Design mem_ctrl, sky130hd; sources not shown.
Run 1, routed metal, one colour a layer:
Drawn at 4 px/um. Only two layers are drawn.
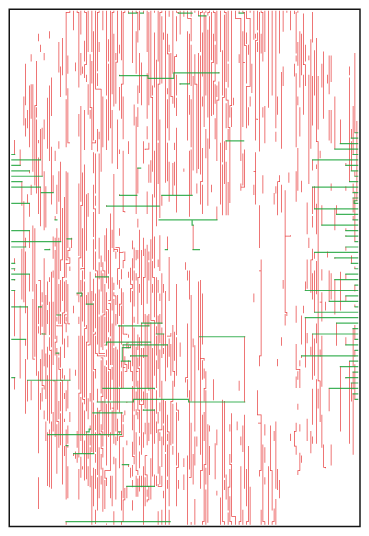
green -> metal 3  # wire length 582 um
red -> metal 2  # wire length 7690 um
average wire per cell in the routed design: 20.7 um
via count: 3486
Post-Route WL: 13400 um
total routing resource utilization after global routing: 22.2%

Run 1, placement view:
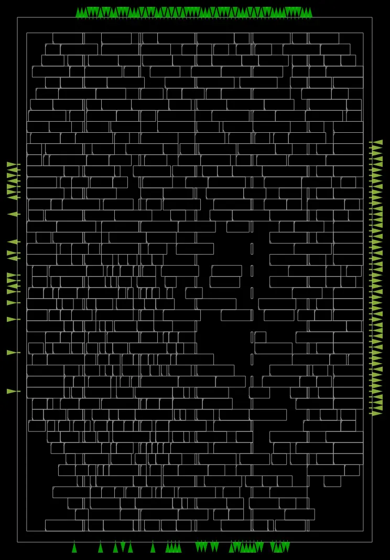
total of fill cells in the finished design: 578
tap cells: 117

Run 1, cell sizes after repair:
Drawn at 4 px/um.
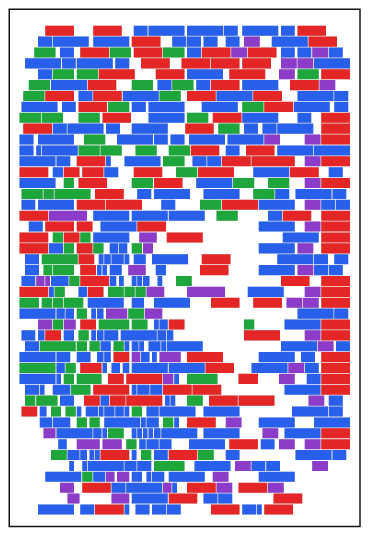
blue -> _0 and _1 cells  # cells 271, share 51%
red -> _6 and larger  # cells 119, share 22%
purple -> _2 cells  # cells 56, share 11%
green -> _3 and _4 cells  # cells 86, share 16%
synthesis-to-layout area growth: 91.1%
final worst slack: -0.270 ns
Buffers excl. clock: 215

Run 1, ports around the boundary:
Drawn at 4 px/um. Pins as bars across the die edge, other pins in grey.
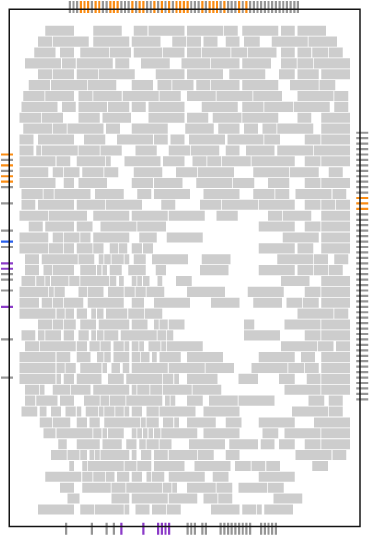
orange -> wr_data  # pins 32, direction input, edge 25 top, 4 left, 3 right
purple -> req_addr  # pins 9, direction input, edge 6 bottom, 3 left
blue -> wr_valid  # pins 1, direction input, edge left
chip width: 87.3 um
die boundary height: 129 um
count of input and output buffers: 159

==> run summary <==
Here are the numbers from the latest Yosys + OpenROAD run.

The floorplan has 45 rows. The path length in cells of the critical path is 7. The routed design uses 7690 um of met2 wire. The via count normalized by instance count came out at 5.37. Once routing completed, OpenROAD measured the worst setup slack at -0.270 ns. The commonest cells after synthesis are 90 x dfrtp_1, 65 x mux2_2, 24 x nand2_1. According to the timing report, the arrival time at the worst endpoint equals 2.08 ns. The full die area came out at 0.0113 mm2. The buffer and inverter count on the worst path came out at 2. The proportion of synthesized area in mux cells is 19.5%.

The number of different library cells in the post-synthesis netlist came out at 47. The mapped netlist covers 0.00406 mm2. Among the non-sequential cells, multiplexers take the most area. The antenna diode instance count is 0. For this run the aggregate overflow at the end of global routing stands at 0. For the completed layout, the total cell area is recorded as 0.00776 mm2.

The area of the synthesized netlist per yosys stat came out at 0.00406 mm2. The final reports fail on negative setup slack.

The top cell type in the final layout, fill and taps aside, is dfrtp_1. The CTS tree is built. The number of buffers added to fix hold violations after cts is 0. The clock transition at the registers of the reported paths came out at 0.06 ns.

The combinational gate area is 0.00202 mm2. The number of standard cells in the layout, taps in and fillers out is 649. The placeable core region came out at 0.0101 mm2. The number of global-route vias before repair is 3705. The finished design was reported to have a net count of 617.

Global routing used 22.8% of the available met1 tracks. Per the area breakdown, the dominant cell category is buffers. The fraction of met3 tracks used by global routing is 4.81%. Per the synthesis report, the simple-gate share of the synthesized area is 9.65%. The clock tree root buffer cell is clkbuf_16. The count of endpoints failing setup in the final report came out at 58.

Of the available clock period, the critical path in the final layout requires 117%. The number of detailed-routing iterations run before antenna repair is 4. Per the synthesis report, the single largest cell type by area occupies 55.5% of cell area. The sum of negative setup slack is -6.29 ns. By area the synthesized netlist is led by dfrtp_1 55%, mux2_2 18%, ha_1 2.5%. The placement stage leaves a total instance area of 0.00682 mm2. The final hold violation count recorded for this run is 0. The run finished, with violations left. After detailed routing, the wire length on met1 is 4670 um.
